## src/rtl/mips_pipe_pkg.sv

```systemverilog
// rtl/mips_pipe_pkg.sv - shared MEM/WB pipeline types, widths and occupancy encoding
package mips_pipe_pkg;

    localparam int DEF_DATA_W = 32;
    localparam int DEF_DEST_W = 5;

    typedef enum logic [1:0] {
        ST_EMPTY = 2'd0,
        ST_ONE   = 2'd1,
        ST_TWO   = 2'd2
    } pipe_state_t;

    // Field order matches the concatenation used to pack the payload in the top.
    typedef struct packed {
        logic [DEF_DATA_W-1:0] PC;
        logic [DEF_DATA_W-1:0] ALU_result;
        logic [DEF_DATA_W-1:0] Mem_Data;
        logic [DEF_DEST_W-1:0] dest;
        logic                  WB_En;
        logic                  MEM_R_En;
    } mem_wb_payload_t;

    localparam mem_wb_payload_t MEM_WB_PAYLOAD_RST = '0;

endpackage

```

## src/rtl/pipe_payload_reg.sv

```systemverilog
// rtl/pipe_payload_reg.sv - width-generic payload register with load enable and synchronous clear
module pipe_payload_reg #(
    parameter int W = 8
) (
    input  logic         clk,
    input  logic         clr,
    input  logic         load,
    input  logic [W-1:0] d,
    output logic [W-1:0] q
);

    always_ff @(posedge clk) begin
        if (clr) begin
            q <= '0;
        end else if (load) begin
            q <= d;
        end
    end

endmodule

```

## src/rtl/mem_wb_elastic_reg.sv

```systemverilog
// rtl/mem_wb_elastic_reg.sv - elastic MEM/WB register with 2-entry skid buffer, flush and stall counter
module mem_wb_elastic_reg
    import mips_pipe_pkg::*;
#(
    parameter int DATA_W = DEF_DATA_W,
    parameter int DEST_W = DEF_DEST_W,
    parameter int CNT_W  = 16
) (
    input  logic              clk,
    input  logic              rst,
    input  logic              flush,
    input  logic              in_valid,
    output logic              in_ready,
    input  logic [DATA_W-1:0] PC_in,
    input  logic [DATA_W-1:0] ALU_result_in,
    input  logic [DATA_W-1:0] Mem_Data_in,
    input  logic [DEST_W-1:0] dest_in,
    input  logic              WB_En_in,
    input  logic              MEM_R_En_in,
    output logic              out_valid,
    input  logic              out_ready,
    output logic [DATA_W-1:0] PC,
    output logic [DATA_W-1:0] ALU_result,
    output logic [DATA_W-1:0] Mem_Data,
    output logic [DEST_W-1:0] dest,
    output logic              WB_En,
    output logic              MEM_R_En,
    output logic [CNT_W-1:0]  stall_cnt
);

    localparam int PAY_W = 3 * DATA_W + DEST_W + 2;

    pipe_state_t      state_q, state_d;
    logic             main_v, skid_v;
    logic             accept, pop;
    logic             main_ld, skid_ld, main_sel_skid;
    logic [PAY_W-1:0] in_pay, main_d, main_q, skid_q;
    logic             wb_en_raw, mem_r_en_raw;
    logic [CNT_W-1:0] stall_q;

    assign main_v    = (state_q != ST_EMPTY);
    assign skid_v    = (state_q == ST_TWO);
    // Decoded purely from the state flop, so out_ready never reaches in_ready.
    assign in_ready  = !skid_v;
    assign out_valid = main_v;
    assign accept    = in_valid && in_ready;
    assign pop       = out_valid && out_ready;

    assign in_pay = {PC_in, ALU_result_in, Mem_Data_in, dest_in, WB_En_in, MEM_R_En_in};
    assign main_d = main_sel_skid ? skid_q : in_pay;

    always_ff @(posedge clk) begin
        if (rst) begin
            state_q <= ST_EMPTY;
        end else begin
            state_q <= state_d;
        end
    end

    always_comb begin
        state_d       = state_q;
        main_ld       = 1'b0;
        skid_ld       = 1'b0;
        main_sel_skid = 1'b0;
        if (flush) begin
            state_d = ST_EMPTY;
        end else begin
            case (state_q)
                ST_EMPTY: begin
                    if (accept) begin
                        state_d = ST_ONE;
                        main_ld = 1'b1;
                    end
                end
                ST_ONE: begin
                    if (accept && pop) begin
                        main_ld = 1'b1;
                    end else if (accept) begin
                        state_d = ST_TWO;
                        skid_ld = 1'b1;
                    end else if (pop) begin
                        state_d = ST_EMPTY;
                    end
                end
                ST_TWO: begin
                    if (pop) begin
                        state_d       = ST_ONE;
                        main_ld       = 1'b1;
                        main_sel_skid = 1'b1;
                    end
                end
                default: state_d = ST_EMPTY;
            endcase
        end
    end

    pipe_payload_reg #(.W(PAY_W)) u_main (
        .clk  (clk),
        .clr  (rst),
        .load (main_ld),
        .d    (main_d),
        .q    (main_q)
    );

    pipe_payload_reg #(.W(PAY_W)) u_skid (
        .clk  (clk),
        .clr  (rst),
        .load (skid_ld),
        .d    (in_pay),
        .q    (skid_q)
    );

    assign {PC, ALU_result, Mem_Data, dest, wb_en_raw, mem_r_en_raw} = main_q;
    // Stale controls left behind by a flush or pop must not look like a write.
    assign WB_En    = wb_en_raw && main_v;
    assign MEM_R_En = mem_r_en_raw && main_v;

    always_ff @(posedge clk) begin
        if (rst) begin
            stall_q <= '0;
        end else if (out_valid && !out_ready && (stall_q != {CNT_W{1'b1}})) begin
            stall_q <= stall_q + 1'b1;
        end
    end

    assign stall_cnt = stall_q;

endmodule

```

## config.mk

```make
export PLATFORM = sky130hd
export DESIGN_NAME = mem_wb_elastic_reg
export DESIGN_NICKNAME = d
export VERILOG_FILES = /design/src/rtl/mips_pipe_pkg.sv /design/src/rtl/pipe_payload_reg.sv /design/src/rtl/mem_wb_elastic_reg.sv
export SDC_FILE = /design/constraint.sdc
export NUM_CORES = 1
export LEC_CHECK = 0
export CAP_MARGIN = 20
export CORE_UTILIZATION = 44
export CTS_BUF_LIST = sky130_fd_sc_hd__clkbuf_2
export CTS_CLUSTER_SIZE = 40
export DETAILED_ROUTE_END_ITERATION = 8
export PLACE_DENSITY = 0.69
export SETUP_SLACK_MARGIN = 0.05
export SLEW_MARGIN = 10
export SYNTH_ARGS = -nofsm -noshare
export SYNTH_HDL_FRONTEND = slang
export SYNTH_SLANG_ARGS = --single-unit
```

## constraint.sdc

```tcl
create_clock -name clk -period 3.3 [get_ports clk]
set_input_delay 0.66 -clock clk [delete_from_list [all_inputs] [get_ports clk]]
set_output_delay 0.66 -clock clk [all_outputs]
set_load 0.01 [all_outputs]
```

==> Slide: Implementation Results <==
Flow Results at a Glance

Outcome
  • Outcome: finished, final reports clean

Routing
  • Met1 wire length: between 10,000 and 15,000 um
  • Post-DRT Antenna Nets: 0

Layout
  • Non-filler cells, final: 1,569
  • Multi-input gates: 713
  • # clk buffers: 78
  • Register area: between 0.004 and 0.005 mm2
  • Inverters: 4
  • ClkCell Share: 0.0380
  • Final core occ: 0.541

CTS
  • CTS sink cnt: 224
  • CTS Hold Bufs: 0

Pwr
  • P per Cell Area: 437 mW/mm2
  • Comb. pwr: 0.743 mW
  • Max VDD drop: 0.263 mV

Worst setup path
  • Worst path cell trace: or2_2, and2_1, clkdlybuf4s50_1
  • Worst EP required: 2.64 ns
  • Slowest stage delay, CP: 0.48 ns
  • Worst reg2reg path depth: 5

Floorplan
  • TAP cells: between 200 and 300
  • Core area: 0.0226 mm2

Timing
  • Tmin final: ~2.9 ns
  • Cycle use final: 0.881
  • Hold Fails Final Rpt: 0

Placement
  • Setup WS pre-CTS: 0.504 ns
  • # placed instances: 1,469

Synthesis
  • Top cell area share: 0.445

Global routing
  • First-pass GRT wire length: 40,100 um
### Signal wires by layer

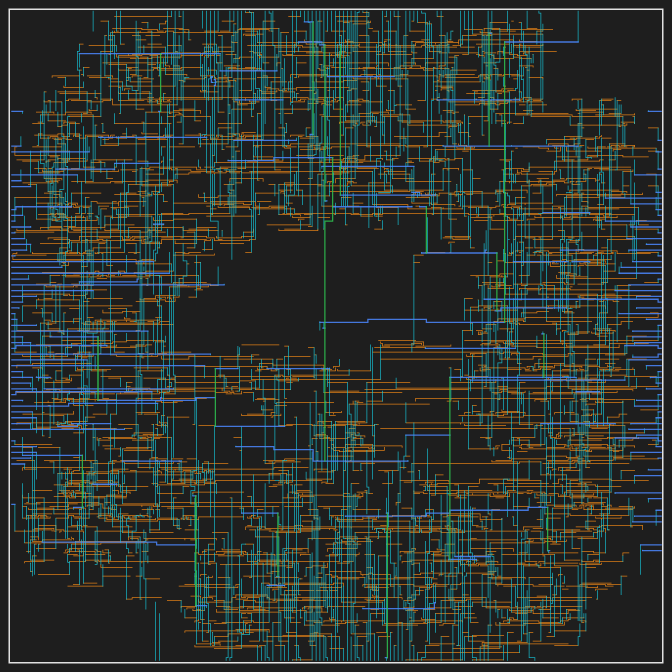
legend:
  green:
    layer: M4
    wire_length: 481 um
  cyan:
    layer: M2
    wire_length: 11,100 um
  blue:
    layer: M3
    wire_length: 1,820 um
  orange:
    layer: M1
    wire_length: 11,300 um

### Sizing map

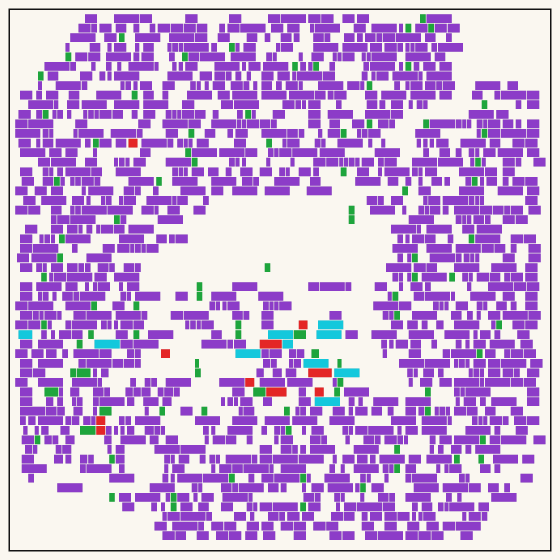
legend:
  red:
    size: x3 and x4
    cells: 10
    share: 0.78%
    most_used: buf_4
  cyan:
    size: x6 and larger
    cells: 10
    share: 0.78%
    most_used: buf_12
  purple:
    size: x1 and smaller
    cells: 1,172
    share: 91%
    most_used: clkdlybuf4s50_1
  green:
    size: x2
    cells: 89
    share: 6.9%
    most_used: clkbuf_2

### Cells coloured by class

Fill, decap, tap and diode cells in grey.
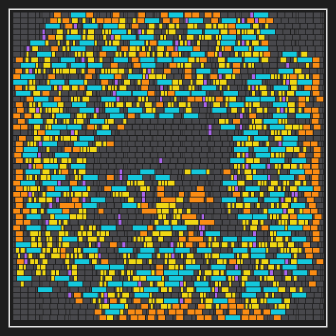
legend:
  cyan:
    class: registers
    cells: 224
    share_of_their_area: 38%
  yellow:
    class: remaining logic cells
    cells: 717
    share_of_their_area: 37%
  purple:
    class: clock drivers and dummy loads
    cells: 97
    share_of_their_area: 3.9%
  orange:
    class: remaining buffers and delay cells
    cells: 243
    share_of_their_area: 21%
final instance area: 0.0122 mm2
Cell Rows: 55

Power and IR drop assume default switching activity.
